==> run_1/ff_map.png <==
Drawn at 6 px/µm. Other sequential cells in the stronger gray, the rest of the logic in the fainter gray.
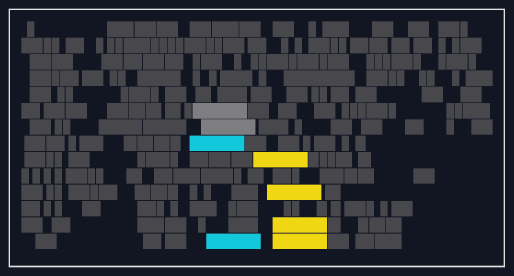
==> run_1/clock_nets.png <==
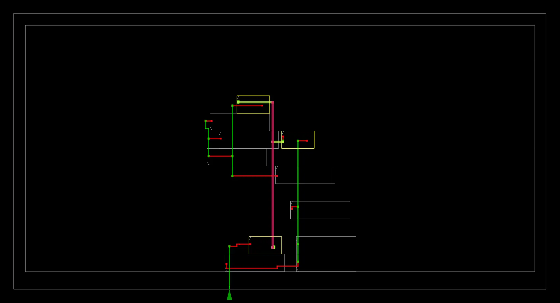
==> run_1/route_heat.png <==
Drawn at 6 px/µm. The die is cut into 16 by 9 equal tiles; black is low, pale yellow is high, scaled to the fullest tile. Values are wire area over tile area, all layers added.
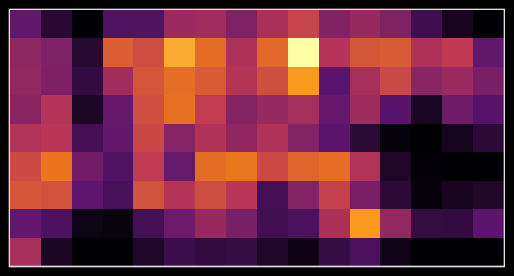
## config.mk

```make
export PLATFORM = sky130hd
export DESIGN_NAME = mem_bus_arbiter
export DESIGN_NICKNAME = d
export VERILOG_FILES = /design/src/rtl/arch_defs_pkg.sv /design/src/rtl/mem_bus_arbiter.sv
export SDC_FILE = /design/constraint.sdc
export NUM_CORES = 1
export LEC_CHECK = 0
export CAP_MARGIN = 25
export CORE_ASPECT_RATIO = 0.5
export CORE_MARGIN = 1.5
export CORE_UTILIZATION = 29
export CTS_CLUSTER_SIZE = 25
export DETAILED_ROUTE_END_ITERATION = 12
export MAX_ROUTING_LAYER = met4
export PLACE_DENSITY_LB_ADDON = 0.2
export RECOVER_POWER = 50
export SETUP_SLACK_MARGIN = 0.5
export SLEW_MARGIN = 10
export SYNTH_ARGS = -nofsm -noshare
export SYNTH_HDL_FRONTEND = slang
export SYNTH_SLANG_ARGS = --single-unit
```

## constraint.sdc

```tcl
create_clock -name clk -period 4.89 [get_ports clk]
set_input_delay 1.467 -clock clk [delete_from_list [all_inputs] [get_ports clk]]
set_output_delay 1.467 -clock clk [all_outputs]
set_load 0.005 [all_outputs]
```

## src/rtl/arch_defs_pkg.sv

```systemverilog
// Shared architectural constants and types for the memory-bus arbiter and its neighbours.
package arch_defs_pkg;

    localparam int          DATA_WIDTH_DEF = 8;
    localparam int          ADDR_WIDTH_DEF = 16;
    localparam logic [15:0] RESET_VECTOR   = 16'hF000;

    typedef enum logic [1:0] {
        S_ARB_CPU_PRI   = 2'd0,
        S_ARB_DBG_FORCE = 2'd1,
        S_ARB_DBG_LOCK  = 2'd2
    } arb_state_t;

    // Width of a counter that must be able to hold the value max_wait.
    function automatic int wait_cnt_width(input int max_wait);
        return (max_wait < 1) ? 1 : $clog2(max_wait + 1);
    endfunction

endpackage

```

## src/rtl/mem_bus_arbiter.sv

```systemverilog
// Single-port RAM arbiter: CPU priority, debug starvation guard and debug bus lock.
// Optional CPU write protection of ROM space is built when WRITE_PROTECT_EN is defined.
//
// Handshake: a requester raises *_req with we/addr/wdata stable and holds it until it
// sees *_gnt in the same cycle; every gnt cycle is exactly one access. Writes complete in
// the gnt cycle; read data is presented on rdata with *_rvalid one cycle after the gnt.
module mem_bus_arbiter
    import arch_defs_pkg::*;
#(
    parameter int                     DATA_WIDTH = DATA_WIDTH_DEF,
    parameter int                     ADDR_WIDTH = ADDR_WIDTH_DEF,
    parameter int                     MAX_WAIT   = 15,
    parameter logic [ADDR_WIDTH-1:0]  ROM_BASE   = ADDR_WIDTH'(RESET_VECTOR),
    localparam int                    CNT_W      = wait_cnt_width(MAX_WAIT)
) (
    input  logic                  clk,
    input  logic                  reset,

    input  logic                  cpu_req,
    input  logic                  cpu_we,
    input  logic [ADDR_WIDTH-1:0] cpu_addr,
    input  logic [DATA_WIDTH-1:0] cpu_wdata,
    output logic                  cpu_gnt,
    output logic                  cpu_rvalid,
    output logic                  cpu_wr_fault,

    input  logic                  dbg_req,
    input  logic                  dbg_we,
    input  logic [ADDR_WIDTH-1:0] dbg_addr,
    input  logic [DATA_WIDTH-1:0] dbg_wdata,
    output logic                  dbg_gnt,
    output logic                  dbg_rvalid,
    input  logic                  dbg_lock,

    input  logic [DATA_WIDTH-1:0] ram_rdata,
    output logic [DATA_WIDTH-1:0] rdata,
    output logic                  ram_we,
    output logic [ADDR_WIDTH-1:0] ram_addr,
    output logic [DATA_WIDTH-1:0] ram_wdata,

    output arb_state_t            state_o,
    output logic [CNT_W-1:0]      wait_cnt_o
);

    localparam logic [CNT_W-1:0] WAIT_MAX = CNT_W'(MAX_WAIT);

    arb_state_t       state_q, state_d;
    logic [CNT_W-1:0] wait_cnt_q, wait_cnt_d;
    logic             rd_cpu_q, rd_cpu_d;
    logic             rd_dbg_q, rd_dbg_d;
    logic             cpu_gnt_w, dbg_gnt_w;
    logic             cpu_wr_blocked;

    // Grant decode; reset is an asynchronous level, so grants are suppressed directly by it.
    always_comb begin
        cpu_gnt_w = 1'b0;
        dbg_gnt_w = 1'b0;
        case (state_q)
            S_ARB_CPU_PRI: begin
                cpu_gnt_w = cpu_req;
                dbg_gnt_w = dbg_req & ~cpu_req;
            end
            S_ARB_DBG_FORCE: begin
                dbg_gnt_w = dbg_req;
                cpu_gnt_w = cpu_req & ~dbg_req;
            end
            S_ARB_DBG_LOCK: begin
                dbg_gnt_w = dbg_req;
            end
            default: ;
        endcase
        if (reset) begin
            cpu_gnt_w = 1'b0;
            dbg_gnt_w = 1'b0;
        end
    end

    always_comb begin
        wait_cnt_d = wait_cnt_q;
        if (!dbg_req || dbg_gnt_w) begin
            wait_cnt_d = '0;
        end else if (wait_cnt_q != WAIT_MAX) begin
            wait_cnt_d = wait_cnt_q + 1'b1;
        end
    end

    // The force is keyed on the counter's next value so it takes effect in the very
    // cycle after the counter reaches MAX_WAIT.
    always_comb begin
        state_d = state_q;
        if (dbg_gnt_w && dbg_lock) begin
            state_d = S_ARB_DBG_LOCK;
        end else begin
            case (state_q)
                S_ARB_CPU_PRI:   if (wait_cnt_d == WAIT_MAX) state_d = S_ARB_DBG_FORCE;
                S_ARB_DBG_FORCE: state_d = S_ARB_CPU_PRI;
                S_ARB_DBG_LOCK:  if (!dbg_lock) state_d = S_ARB_CPU_PRI;
                default:         state_d = S_ARB_CPU_PRI;
            endcase
        end
    end

`ifdef WRITE_PROTECT_EN
    logic wr_fault_q, wr_fault_d;

    assign cpu_wr_blocked = cpu_gnt_w & cpu_we & (cpu_addr >= ROM_BASE);
    assign wr_fault_d     = cpu_wr_blocked;
    assign cpu_wr_fault   = wr_fault_q;

    always_ff @(posedge clk or posedge reset) begin
        if (reset) wr_fault_q <= 1'b0;
        else       wr_fault_q <= wr_fault_d;
    end
`else
    assign cpu_wr_blocked = 1'b0;
    assign cpu_wr_fault   = 1'b0;
`endif

    // Idle bus still drives CPU address/data so the mux output is always defined.
    always_comb begin
        ram_addr  = cpu_addr;
        ram_wdata = cpu_wdata;
        ram_we    = 1'b0;
        if (dbg_gnt_w) begin
            ram_addr  = dbg_addr;
            ram_wdata = dbg_wdata;
            ram_we    = dbg_we;
        end else if (cpu_gnt_w) begin
            ram_we    = cpu_we & ~cpu_wr_blocked;
        end
    end

    assign rd_cpu_d = cpu_gnt_w & ~cpu_we;
    assign rd_dbg_d = dbg_gnt_w & ~dbg_we;

    always_ff @(posedge clk or posedge reset) begin
        if (reset) begin
            state_q    <= S_ARB_CPU_PRI;
            wait_cnt_q <= '0;
            rd_cpu_q   <= 1'b0;
            rd_dbg_q   <= 1'b0;
        end else begin
            state_q    <= state_d;
            wait_cnt_q <= wait_cnt_d;
            rd_cpu_q   <= rd_cpu_d;
            rd_dbg_q   <= rd_dbg_d;
        end
    end

    assign cpu_gnt    = cpu_gnt_w;
    assign dbg_gnt    = dbg_gnt_w;
    assign cpu_rvalid = rd_cpu_q;
    assign dbg_rvalid = rd_dbg_q;
    assign rdata      = ram_rdata;
    assign state_o    = state_q;
    assign wait_cnt_o = wait_cnt_q;

endmodule

```

==> results_dict.tcl, run 1 <==
# yosys + openroad results
set metrics [dict create \
    place_area_mm2 0.001794 \
    yosysCellCount 146 \
    p_leak_nw 1.043 \
    final_area_mm2 0.001954 \
    detail-route-antenna-nets 0 \
    ys_ff 8 \
    fin_skew_ns 0.0009812 \
    cts_max_level 1 \
    path_class "in2out" \
    firstDrtPassIters 4 \
    start_kind "input pin" \
    grt_max_degree 13 \
    comb_power_share_pct 60.7 \
    clkTransAtPathRegs_ns 0.04 \
    r2r_cells 10 \
    r2r-start "state_o[0]" \
    grt_setup_unrepaired "false" \
    largestPowerGroup "combinational cells" \
    warning_count 30 \
    worstHoldPathCells 2 \
    tritoncts "built" \
    r2r_end "state_o[1]" \
    drc 0 \
    core_area_mm2 0.002995 \
    post_cts_buffers 7 \
    ys_area_um2 910.9 \
    endpoint_kind "primary output" \
    hold_buffers 0 \
    syn_inst 146 \
    wl_met3_um 138 \
    ys_warn_count 0 \
    hold_viol_final 0 \
    period_minus_slack_ns 4.325 \
    gp_congestion 0.7861 \
    die_y_um 42.63 \
    gr-total-overflow 0 \
    clock_sinks 8 \
    chipArea_mm2 0.003507 \
    ctsResizeCount 29 \
    hold_path_class "reg2reg" \
    netSwitchingPower_uw 147.0 \
    async_flop_share_pct 100.0 \
    power_clock_uw 78.2 \
    comb_cell_power_uw 266 \
    status "finished, final reports clean" \
    met1_length_mm 1.474 \
    pwr-share-seq_pct 21.4 \
    synth-edff-count 0 \
    ys_sh_mux_pct 1.099 \
    ir_worst_vdd_v 0.0001258 \
    synth.distinct_cells 33 \
    worst_slack_ns 0.5647 \
    arrival_ns 2.86 \
    setup_viol 0 \
    port_buffers 89 \
    min_from "wait_cnt_o[1]" \
    top_cells_by_area "nand2_1 (31%), dfrtp_1 (22%), buf_4 (7.4%), ha_1 (6.9%), nor2_1 (4.1%)" \
    num_vias 1258 \
    xor_share_pct 0.9615 \
    fp_nets 214 \
    met2WireLength_mm 1.618 \
    synth-adder-area-share_pct 6.868 \
    synth_area_um2 910.9 \
    fp.dieW_um 82.26 \
    crit_path_max_fanout 4 \
    use_met1_pct 25.36 \
    cp_data_required_time_ns 3.42 \
]
## Picture notes: ff_map.png
Key: state_o = cyan [flops 2]; wait_cnt_o = yellow [flops 4, where bottom middle]
Another 2 sequential cells are not colored.

## Picture notes: clock_nets.png
CTS Buf Count: 3
clk ins delay skew pair: 0.23 ns

## Picture notes: route_heat.png
The fullest tile reaches 0.45. The emptiest ninth of the die: right middle. The mean over all tiles is 0.15. 24% of the tiles are over half the peak.
final WL: 3.320 mm
All-Layer GR Usage: 20.13%

run 1: area by class of cell:
type | instances | area (µm²)
repair buffers | 103 | 1055
fillers | 251 | 1041
multi-input cells | 117 | 585.6
flip-flops and latches | 8 | 200.2
well taps | 40 | 50.05
clock buffers | 3 | 41.29
inverters | 6 | 22.52
run 1: worst max-delay path, stage by stage:
cell and delay, ns:
dlygate4sd2_1 0.24, and2b_1 0.19, o211ai_1 0.26, clkbuf_4 0.20, inv_1 0.04, clkdlybuf4s50_1 0.45
run 1: worst max-delay path by stage:
stage          startpoint      endpoint  slack [ns]  cells after the start
6_report          dbg_req       cpu_gnt        0.56                      6
5_1_grt           dbg_req       cpu_gnt        0.48                      6
4_1_cts             reset  ram_addr[11]        0.47                      8
3_5_place_dp      cpu_req   ram_addr[7]        0.21                      8
3_3_place_gp      cpu_req  ram_addr[14]        0.26                      8
2_1_floorplan     cpu_req  ram_addr[10]        1.15                      6
run 1: layout by cell type (no fill, tap or decap), types with 2 or more instances in the layout:
cell type / count
dlygate4sd2_1: 20
buf_4: 5
nand3_1: 2
dlygate4sd3_1: 8
o21ai_0: 2
nor3_1: 2
buf_6: 2
clkdlybuf4s50_1: 53
o211ai_1: 2
and2b_1: 2
clkbuf_8: 3
buf_12: 3
nand2_1: 75
inv_1: 6
dlymetal6s2s_1: 6
dfrtp_1: 8
nor2_1: 9
ha_1: 5
run 1: stage by stage:
step / hold WS (ns) / instances / util [%]
after floorplan: 0.5946 / 146 / -
after global placement: 0.6223 / 264 / 59.90
after detailed placement: 0.6289 / 264 / 59.90
after CTS: 0.6378 / 277 / 64.95
after global routing: 0.7055 / 277 / 65.25
final: 0.6407 / 277 / 65.25
run 1: sequential cells by signal, indices dropped and copies added (netlist names):
signal      cells
state_o         2
wait_cnt_o      4
cpu_rvalid      1
dbg_rvalid      1
==> run 1 -> run 2 <==
==> constraint.sdc (replaced) <==
create_clock -name clk -period 4.89 [get_ports clk]
set_input_delay 1.467 -clock clk [delete_from_list [all_inputs] [get_ports clk]]
set_output_delay 1.467 -clock clk [all_outputs]
set_load 0.1 [all_outputs]
==> run_2/clock_nets.png <==
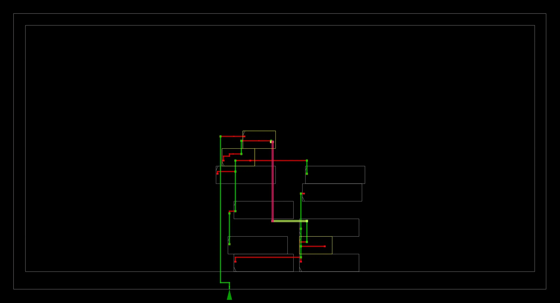
clk pwr: 77.8 µW
clk_skew: 0.002250 ns
clock buffers: 3
clk sinks: 8
flip-flops: 8

==> run_2/ff_map.png <==
Drawn at 6 px/µm. Other sequential cells in the stronger gray, the rest of the logic in the fainter gray.
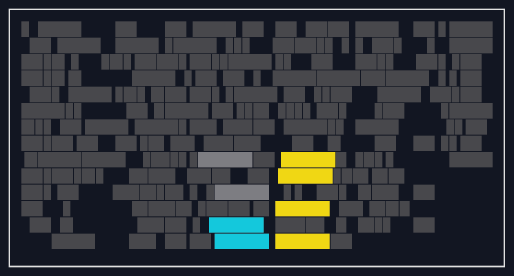
Key: state_o = cyan [flops 2]; wait_cnt_o = yellow [flops 4]
flip-flop and latch area: 200.2 µm²
fin util: 71.68%
P_seq: 95.0 µW
sequential cell area share: 9.324%

==> run_2/route_heat.png <==
Drawn at 6 px/µm. The die is cut into 16 by 9 equal tiles; black is low, pale yellow is high, scaled to the fullest tile. Values are wire area over tile area, all layers added.
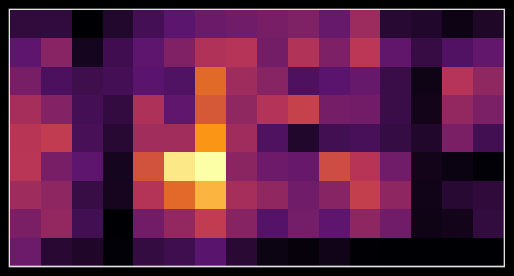
The emptiest ninth of the die: bottom right. 9.0% of the tiles are over half the peak. 6.9% of the tiles are nearly empty. The mean over all tiles is 0.16. The densest ninth of the die: middle.
All-Layer GR Usage: 20.15%
final WL: 3.443 mm
Vias: 1242
drt wl/cell: 12.75 µm

==> run 2 against run 1 <==
Effect of this change:
- clock power shrank 0.5%
- worst setup slack got worse by 0.11 ns
- combinational power went up to 2.5 times the previous value
- die area unchanged
- design area rose by 9.9%
- first-iteration DRC count increased by 6.5%
- final cell count fell by 2.5%
- maximum frequency fell by 2.6%
- worst hold slack better by 0.025 ns
- critical endpoint is now ram_addr[15]
- highest routed layer unchanged
- global-route usage about the same
==> results_dict.tcl, run 2 <==
# yosys + openroad results
set metrics [dict create \
    r2r-start "state_o[0]" \
    fill_cells 228 \
    cp_top_family "buffers and inverters" \
    chipArea_mm2 0.003507 \
    cp_slowest_stage_delay_ns 0.59 \
    met2WireLength_mm 1.814 \
    firstDrtPassIters 4 \
    clk_latency_ns 0.23 \
    layout_top_cells "nand2_1 (66), clkdlybuf4s50_1 (54), buf_12 (27)" \
    grt_max_degree 26 \
    top_cells_by_area "nand2_1 (31%), dfrtp_1 (22%), buf_4 (7.4%), ha_1 (6.9%), nor2_1 (4.1%)" \
    grt_pass1_vias 1134 \
    place_inst 264 \
    yosysCellCount 146 \
    cts_made_buffers 3 \
    stdcell_count 270 \
    whs_ns 0.6656 \
    worstHoldPathCells 2 \
    detail-route-antenna-nets 0 \
    period_minus_slack_ns 4.439 \
    async_flop_share_pct 100.0 \
    die_y_um 42.63 \
    warning_count 30 \
    arrival_ns 2.97 \
    p_leak_nw 1.049 \
    crit_chain "dlygate4sd3_1, nor2_2, o211ai_2, inv_2, buf_4, nand2_1, nand2_1, buf_12" \
    cts_max_level 1 \
    lay_top_count "nand2_1" \
    grt_setup_unrepaired "true" \
    synth.distinct_cells 33 \
    ir_worst_vdd_v 0.0001957 \
    hold_viol_final 0 \
    clkTransAtPathRegs_ns 0.04 \
    met1_length_mm 1.329 \
    ys_ff 8 \
    tritoncts "built" \
    crit_path_max_fanout 7 \
    syn_inst 146 \
    hpwlAfterDp_mm 2.762 \
    ys_area_um2 910.9 \
    use_met1_pct 22.91 \
    worst_slack_ns 0.4513 \
    gp_congestion 0.8363 \
    status "finished, final reports clean" \
    setup_viol 0 \
    synth_area_um2 910.9 \
    start_kind "input pin" \
    post-place-ws_ns 0.3426 \
    critical_path_buf_inv_count 4 \
    path_class "in2out" \
    yosys-top-cells-count "nand2_1 (75), nor2_1 (10), buf_4 (9), dfrtp_1 (8), inv_1 (6)" \
    core_area_mm2 0.002995 \
    min_from "wait_cnt_o[1]" \
    largest_register_ffs 4 \
    critPathMostFrequentCell "nand2_1" \
    fp.dieW_um 82.26 \
    endpoint_kind "primary output" \
    drc 0 \
    crit_path_top_delay_cell "dlygate4sd3_1" \
    r2r_cells 6 \
    ys_warn_count 0 \
    port_buffers 89 \
    place_area_mm2 0.002074 \
    cp_data_required_time_ns 3.42 \
    gr-total-overflow 0 \
    fp_nets 214 \
    final_area_mm2 0.002147 \
    hold_path_class "reg2reg" \
    r2r_end "state_o[0]" \
    synth-edff-count 0 \
    wl_met3_um 228 \
]
[run 2: tightest hold or removal path, stage by stage (launching register included)]
cell and delay (ns):
dfrtp_1 0.43, mux2i_1 0.10, nor2_1 0.09
[run 2: cell type report]
| cell class | instances | area [µm²] | area share, % |
|---|---|---|---|
| Timing Repair Buffer | 96 | 1226 | 57.11 |
| Multi-Input combinational cell | 117 | 606.8 | 28.26 |
| Sequential cell | 8 | 200.2 | 9.324 |
| Tap cell | 40 | 50.05 | 2.331 |
| Clock buffer | 3 | 41.29 | 1.923 |
| Inverter | 6 | 22.52 | 1.049 |
[run 2: where the power goes]
group          switching [mW]  total [mW]  internal, mW  leakage, nW
combinational           0.444       0.673         0.229        0.920
clock                  0.0246      0.0778        0.0532       0.0216
sequential             0.0174      0.0950        0.0776        0.108
total                   0.486       0.846         0.360         1.05
[run 2: logic make-up after synthesis]
logic type	synth area share, %
buffers and inverters	13.46
and+or+nand+nor	43.82
AOI/OAI and AO/OA	11.40
other	0.4117
muxes	1.099
xor gates and xnor gates	0.9617
DFF	21.98
adders and majority gates	6.868
[run 2: worst max path at each step]
| stage | startpoint | endpoint | slack (ns) | cells past startpoint |
|---|---|---|---|---|
| floorplan | cpu_req | ram_addr[10] | 0.50 | 6 |
| global placement | cpu_req | ram_addr[11] | 0.44 | 8 |
| detailed placement | reset | ram_addr[5] | 0.34 | 8 |
| CTS | dbg_req | ram_we | 0.53 | 6 |
| global route | reset | ram_wdata[6] | 0.39 | 8 |
| finish | reset | ram_addr[15] | 0.45 | 8 |
[run 2: what timing repair did]
| item | in CTS | in global routing |
|---|---|---|
| setup endpoints to repair | 19 | 25 |
| pin swaps | 1 | 2 |
| setup buffers | 3 | 0 |
| resized | 1 | 6 |
| hold buffers | 0 | 0 |
Power is estimated from default activity; no workload was simulated.
